## src/rtl/enc_bin2onehot_pipe.sv

```systemverilog
// -----------------------------------------------------------------------------
// enc_bin2onehot_pipe
//
// Pipelined binary-to-onehot encoder with valid/ready handshakes on both sides.
// A 2-entry skid buffer sits behind the decoder, so a stalled consumer never
// causes a code to be dropped. A code that has no output lane (code >= OUT_W)
// does not wrap onto a lane. It is stored as an all-zero word with out_err set,
// and it also raises the sticky error flag.
//
// Optional feature macro: ENC_BIN2ONEHOT_ERRCNT_EN
//   Defined     : adds parameter CNT_W and output err_cnt. err_cnt is a
//                 saturating count of accepted out-of-range codes.
//   Not defined : err_cnt and its counter logic do not exist.
//
// Parameters:
//   IN_W   width of the binary input code (1..8)
//   OUT_W  width of the one-hot output (<= 2**IN_W)
//   CNT_W  width of the error counter (only with ENC_BIN2ONEHOT_ERRCNT_EN)
//
// Ports:
//   clk         clock, rising edge
//   rst         asynchronous reset, active low
//   in_valid    input code valid
//   in_ready    block can accept a code this cycle (registered)
//   in          binary code
//   out_valid   output entry valid
//   out_ready   downstream accepts the output entry
//   out         one-hot word; zero for an out-of-range code
//   out_err     current output entry came from an out-of-range code
//   err_sticky  set by any accepted out-of-range code; held until cleared
//   err_clr     synchronous clear of err_sticky (and err_cnt when present)
//   err_cnt     saturating error count (only with ENC_BIN2ONEHOT_ERRCNT_EN)
// -----------------------------------------------------------------------------
module enc_bin2onehot_pipe #(
  parameter int IN_W  = 4,
  parameter int OUT_W = 16
`ifdef ENC_BIN2ONEHOT_ERRCNT_EN
  ,
  parameter int CNT_W = 8
`endif
) (
  input  logic             clk,
  input  logic             rst,
  input  logic             in_valid,
  output logic             in_ready,
  input  logic [IN_W-1:0]  in,
  output logic             out_valid,
  input  logic             out_ready,
  output logic [OUT_W-1:0] out,
  output logic             out_err,
  output logic             err_sticky,
  input  logic             err_clr
`ifdef ENC_BIN2ONEHOT_ERRCNT_EN
  ,
  output logic [CNT_W-1:0] err_cnt
`endif
);

  // Buffer occupancy states.
  localparam logic [1:0] ST_EMPTY = 2'd0;
  localparam logic [1:0] ST_ONE   = 2'd1;
  localparam logic [1:0] ST_TWO   = 2'd2;

  // Each buffer entry holds the result that was decoded when the code was
  // written. The read side therefore does no arithmetic.
  typedef struct packed {
    logic             err;
    logic [OUT_W-1:0] onehot;
  } entry_t;

  logic [1:0] state_q, state_d;
  entry_t     head_q, head_d;
  entry_t     tail_q, tail_d;
  entry_t     new_entry;
  logic       in_ready_q;
  logic       accept;
  logic       emit;

  // ---------------------------------------------------------------------------
  // Decode at write time
  // ---------------------------------------------------------------------------
  // NOTE: every variable written in an always_comb gets a default value first,
  // so no path leaves it unassigned and no latch is inferred.
  always_comb begin : decode
    new_entry = '0;
    if (int'(in) < OUT_W) begin
      new_entry.onehot = OUT_W'(1) << in;
    end else begin
      new_entry.err = 1'b1;
    end
  end

  // ---------------------------------------------------------------------------
  // Handshakes
  // ---------------------------------------------------------------------------
  // in_ready comes from a flop. The input side therefore has no combinational
  // path from out_ready. The skid entry absorbs the cycle of latency.
  assign in_ready  = in_ready_q;
  assign out_valid = (state_q != ST_EMPTY);
  assign accept    = in_valid && in_ready_q;
  assign emit      = out_valid && out_ready;

  // The head is gated with out_valid. A stale head left behind after a pop
  // therefore never shows on the port, and out stays zero while idle.
  assign out     = out_valid ? head_q.onehot : '0;
  assign out_err = out_valid && head_q.err;

  // ---------------------------------------------------------------------------
  // Skid buffer next-state logic
  // ---------------------------------------------------------------------------
  always_comb begin : buffer_next
    state_d = state_q;
    head_d  = head_q;
    tail_d  = tail_q;
    unique case (state_q)
      ST_EMPTY: begin
        if (accept) begin
          head_d  = new_entry;
          state_d = ST_ONE;
        end
      end
      ST_ONE: begin
        unique case ({accept, emit})
          2'b10: begin
            tail_d  = new_entry;
            state_d = ST_TWO;
          end
          2'b01: begin
            state_d = ST_EMPTY;
          end
          2'b11: begin
            // The old head leaves in this cycle, so the new entry takes its place.
            head_d = new_entry;
          end
          default: begin
          end
        endcase
      end
      ST_TWO: begin
        // in_ready was low in this state, so only a pop can occur.
        if (emit) begin
          head_d  = tail_q;
          state_d = ST_ONE;
        end
      end
      default: begin
        state_d = ST_EMPTY;
      end
    endcase
  end

  // ---------------------------------------------------------------------------
  // State and data registers
  // ---------------------------------------------------------------------------
  // NOTE: sequential state is updated only with non-blocking assignments. All
  // flops then sample the values from before the edge, and the result does not
  // depend on the order in which always blocks run.
  always_ff @(posedge clk or negedge rst) begin
    if (!rst) begin
      state_q    <= ST_EMPTY;
      in_ready_q <= 1'b0;
    end else begin
      state_q    <= state_d;
      in_ready_q <= (state_d != ST_TWO);
    end
  end

  // NOTE: the two data entries are reset even though out_valid already masks
  // them. With only two entries this is cheap, and the port is then never
  // driven from an unknown value after reset.
  always_ff @(posedge clk or negedge rst) begin
    if (!rst) begin
      head_q <= '0;
      tail_q <= '0;
    end else begin
      head_q <= head_d;
      tail_q <= tail_d;
    end
  end

  // ---------------------------------------------------------------------------
  // Error reporting
  // ---------------------------------------------------------------------------
  logic err_event;
  assign err_event = accept && new_entry.err;

  // If a new error and a clear arrive together, the new error wins. An error
  // that arrives together with the clear is therefore still reported.
  always_ff @(posedge clk or negedge rst) begin
    if (!rst) begin
      err_sticky <= 1'b0;
    end else if (err_event) begin
      err_sticky <= 1'b1;
    end else if (err_clr) begin
      err_sticky <= 1'b0;
    end
  end

`ifdef ENC_BIN2ONEHOT_ERRCNT_EN
  localparam logic [CNT_W-1:0] CNT_MAX = '1;

  always_ff @(posedge clk or negedge rst) begin
    if (!rst) begin
      err_cnt <= '0;
    end else if (err_event) begin
      if (err_clr) begin
        // The clear drops the old count, and the error in this cycle counts as 1.
        err_cnt <= CNT_W'(1);
      end else if (err_cnt != CNT_MAX) begin
        err_cnt <= err_cnt + CNT_W'(1);
      end
    end else if (err_clr) begin
      err_cnt <= '0;
    end
  end
`endif

  // ---------------------------------------------------------------------------
  // Interface invariants
  // ---------------------------------------------------------------------------
  // A valid entry is either a single lane, or all-zero with the error flag set.
  a_out_shape: assert property (@(posedge clk) disable iff (!rst)
    out_valid |-> (($onehot(out) && !out_err) || ((out == '0) && out_err)));

  // A stalled entry must not change until the consumer takes it.
  a_out_hold: assert property (@(posedge clk) disable iff (!rst)
    (out_valid && !out_ready) |=> (out_valid && $stable(out) && $stable(out_err)));

endmodule

```

## config.mk

```make
export PLATFORM = sky130hd
export DESIGN_NAME = enc_bin2onehot_pipe
export DESIGN_NICKNAME = d
export VERILOG_FILES = /design/src/rtl/enc_bin2onehot_pipe.sv
export SDC_FILE = /design/constraint.sdc
export NUM_CORES = 1
export LEC_CHECK = 0
export ABC_AREA = 1
export CAP_MARGIN = 20
export CORE_MARGIN = 2
export CORE_UTILIZATION = 50
export CTS_CLUSTER_SIZE = 25
export DETAILED_ROUTE_END_ITERATION = 12
export PLACE_DENSITY_LB_ADDON = 0.12
export SLEW_MARGIN = 25
export SYNTH_ARGS = -nofsm -noshare
export SYNTH_HDL_FRONTEND = slang
export SYNTH_SLANG_ARGS = --single-unit
```

## constraint.sdc

```tcl
create_clock -name clk -period 1.8 [get_ports clk]
set_clock_uncertainty 0.1 [all_clocks]
set_input_delay 0.36 -clock clk [delete_from_list [all_inputs] [get_ports clk]]
set_output_delay 0.36 -clock clk [all_outputs]
set_load 0.03 [all_outputs]
```

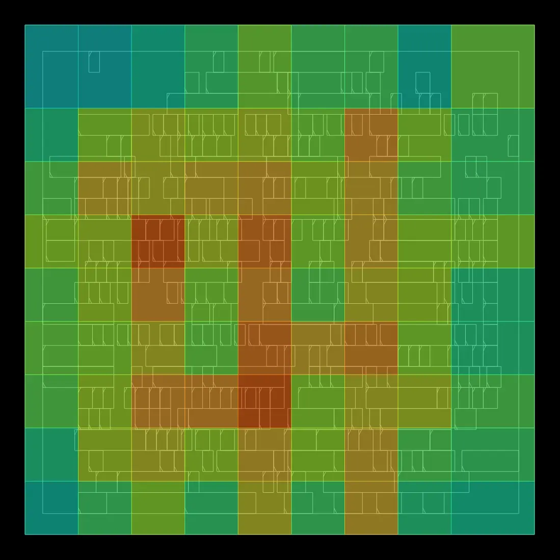
(images/congestion_map.png)
met1 Track Usage GR: 28.2%
met2 global-route usage: 26.8%
gr busiest metal: met1
met3 Track Usage GR: 4.09%

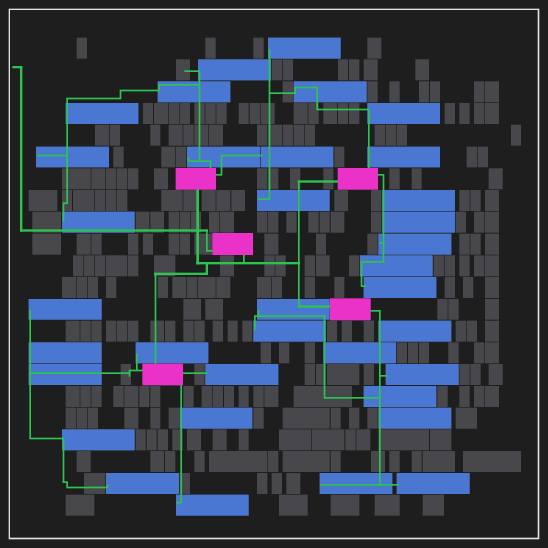
(images/clock_wires.png)
Drawn at 8 px/µm.
blue -> flip-flops  # count 35
green -> clock wires  # length 396 µm
magenta -> clock-net drivers  # count 5
flops lie = all over the die
routed clock nets = 6

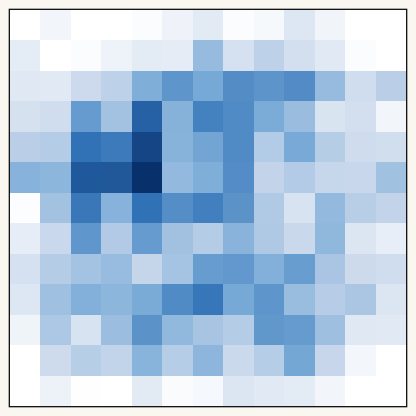
(images/route_heat.png)
Drawn at 6 px/µm. 13 x 13 tiles, from white (low) to dark blue (high), scaled to the fullest tile. Values are wire area over tile area, all layers added.
tiles over half the peak = 21%
mean over tiles = 0.13
nearly empty tiles = 11%
fullest tile = 0.42
densest ninth of the die = center

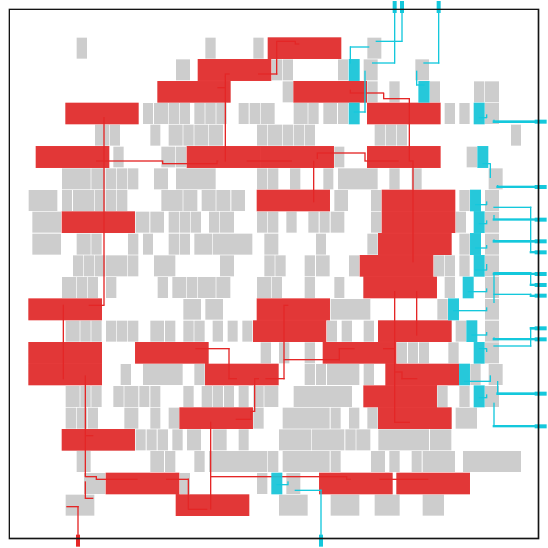
(images/port_trees.png)
Drawn at 8 px/µm.
cyan -> out  # bits 16, direction output, edge 12 east, 3 north, 1 south, end cells 16, buffers 16, wire 156 µm
red -> rst  # bits 1, direction input, edge south, end cells 35, buffers 2, wire 263 µm

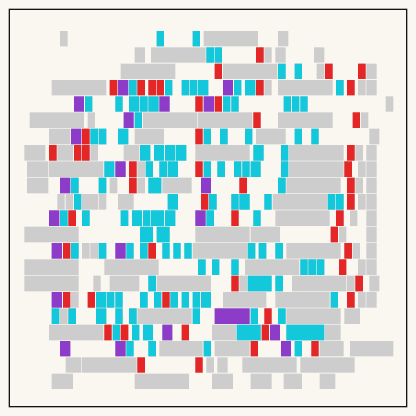
(images/gates.png)
Drawn at 6 px/µm.
cyan -> nand cells  # cells 118, most used nand2_1
purple -> aoi and oai cells  # cells 21, most used o21ai_0
red -> inv cells  # cells 51, most used inv_1, where all over the die

==> flow_summary.yaml <==
# synthesis and place-and-route metrics
run_status:
  status: "finished clean"
die:
  coreArea_um2: 3690
  die_area_um2: 4350
  std_cell_rows: 22
  fp_util_pct: 52.1
  die_h_um: 66.0
  die_x_um: 66.0
  io_pins: 29
global_routing:
  grt_start_max_net_pins: 36
  grt_overflow: 0
  grt_pass1_vias: 1346
  grtUsageTotal_pct: 18.6
  antenna_found_initial: 0
  grt_pass1_wl_mm: 6.15
synthesis:
  ys_seq_share_pct: 45.6
  syn_area_per_cell_um2: 7.11
  synthCells: 270
  ys_ff: 35
  synth_top_area_share_pct: 45.6
  syn_area_um2: 1920
  yosys.stat.chipArea_um2: 1920
  synth_cell_type_count: 19
  synth_top_cell_by_area: "dfrtp_1"
  top_cells_by_area: "dfrtp_1 46%, nand2_1 18%, inv_1 9.6%, nand3_1 5.5%, nor2_1 5.5%"
  yosysWarnings: 0
  ys_cells: 270
final_layout:
  logic_area_um2: 776
  area_growth_syn_to_layout_pct: 18.1
  flop_area_um2: 876
  fillCellCount: 362
  diodes: 0
  layout-drive-gt1-share_pct: 14.2
  lay_top_count: "nand2_1"
  finalNonFillerCells: 350
  lay_top_cells: "90 x nand2_1, 49 x inv_1, 35 x dfrtp_1"
  nets: 310
final_timing:
  final-setup-viol-count: 0
  rsz0062_at_grt: "no"
  fin_crit_ns: 1.64
  slew_viol_final: 0
  hold_viol: 0
  layout_setup_ws_ns: 0.159
  fin_crit_sh_pct: 91.1
  fin_setup_tns_ns: 0
  fmax_mhz: 610
power:
  total_power_mw: 3.35
  power_density_nw_per_um2: 1480
  vdd.ir_drop.worst_uv: 885
  leakage_nw: 1.27
worst_setup_path:
  worstPathRequired_ns: 1.34
  crit_start: "state_q[0]$_DFF_PN0_"
  arrival_ns: 1.18
  cp-end-kind: "output port"
  crit_type: "reg -> out"
  crit_fanout: 16
  r2r_start: "state_q[0]$_DFF_PN0_"
  cp-start-kind: "register"
clock_network:
  post-cts-setup-buffer-count: 0
  cts_buffers: 5
  cts_buffer_depth: 2
  tritoncts: "built"
  clk_latency_ns: 0.28
  clock_sinks: 35
  cts_max_level: 2
  clk_pin_slew_worst_paths_ns: 0.06
  cts-root-buf: "clkbuf_8"
placed_design:
  placed_cells: 342
  dp_slack_ns: 0.00582
  portBuffers: 25
  globalplace.congestion: 0.837
  dpl.hpwl_mm: 2.54
detailed_routing:
  via_per_inst: 4.51
  drt_iter0_markers: 71
  vias: 1578
  drc_errors: 0
  first_pass_iters: 4
  detail-route-antenna-nets: 0
  routed_wirelength_mm: 3.69
  wl_per_cell_um: 10.5
job:
  maxCapViolCount: 0
  warnings: 27
hold_path:
  worst_hold_startpoint: "head_q[0]$_DFFE_PN0P_"
  min_path_type: "reg -> reg"
## final cells by class
cell class / count / area share [%]
Tap cell: 48 / 2.65
Multi-Input combinational cell: 172 / 34.2
Clock buffer: 7 / 3.36
Sequential cell: 35 / 38.6
Timing Repair Buffer: 36 / 12.5
Clock inverter: 1 / 0.221
Inverter: 51 / 8.44
## registers in the layout, summed over array words and instances (netlist names)
register and count:
head_q 16, in_ready 1, state_q 2, tail_q 16
## Yosys cell counts, drive strengths merged
cell type	count
o21ai	18
nand3	22
a21oi	3
nand4	4
clkbuf	3
nor2	30
nor3	1
dfrtp	35
buf	10
conb	1
inv	51
nand2	92
## metrics by stage
stage / area (µm²) / utilization (%) / hold slack (ns)
6_report: 2270 / 61.5 / 0.380
2_1_floorplan: 1920 / - / -0.0356
3_5_place_dp: 2270 / 61.6 / 0.367
3_3_place_gp: 2270 / 61.6 / 0.364
4_1_cts: 2370 / 64.4 / 0.385
5_1_grt: 2270 / 61.5 / 0.416
## logic make-up after synthesis
family | synth area share, %
buffers and inverters | 14.2
and+or+nand+nor | 33.9
other | 0.195
DFF | 45.6
AOI/OAI and AO/OA | 6.06
## final timing paths
path                                           to  slack (ns)  cells past startpoint
min in group asynchronous   tail_q[5]$_DFFE_PN0P_        0.40                      2
setup reg to reg           head_q[15]$_DFFE_PN0P_        0.26                      7
max in group asynchronous   tail_q[9]$_DFFE_PN0P_        0.89                      2
setup / recovery                          out[10]        0.16                      4
hold / removal              head_q[0]$_DFFE_PN0P_        0.38                      2
hold reg to reg             head_q[0]$_DFFE_PN0P_        0.38                      2
## critical path: stages (launching register included)
cell and delay, ns:
dfrtp_1 0.41, nor2_4 0.14, buf_12 0.14, nor2_1 0.04
buf_2 0.17
## repair_timing
item / in CTS / in global routing
endpoints found under the setup margin: 18 / 17
hold buffers: 0 / 0
resized: 52 / 34
gates cloned: 0 / 0
## power by group
group	leakage [nW]	switching, mW	internal, mW
Clock	0.0422	0.250	0.271
Sequential	0.462	0.161	1.12
Combinational	0.765	0.999	0.543
Total	1.27	1.41	1.94
## routing by layer
metal	track usage (%)	vias to the layer above	part of all wire (%)
li1	-	862	-
met1	28.2	675	52
met2	26.8	37	43
met3	4.09	4	4.7
met4	5.36	0	0.84
met5	0	-	0
Power and IR drop assume default switching activity.
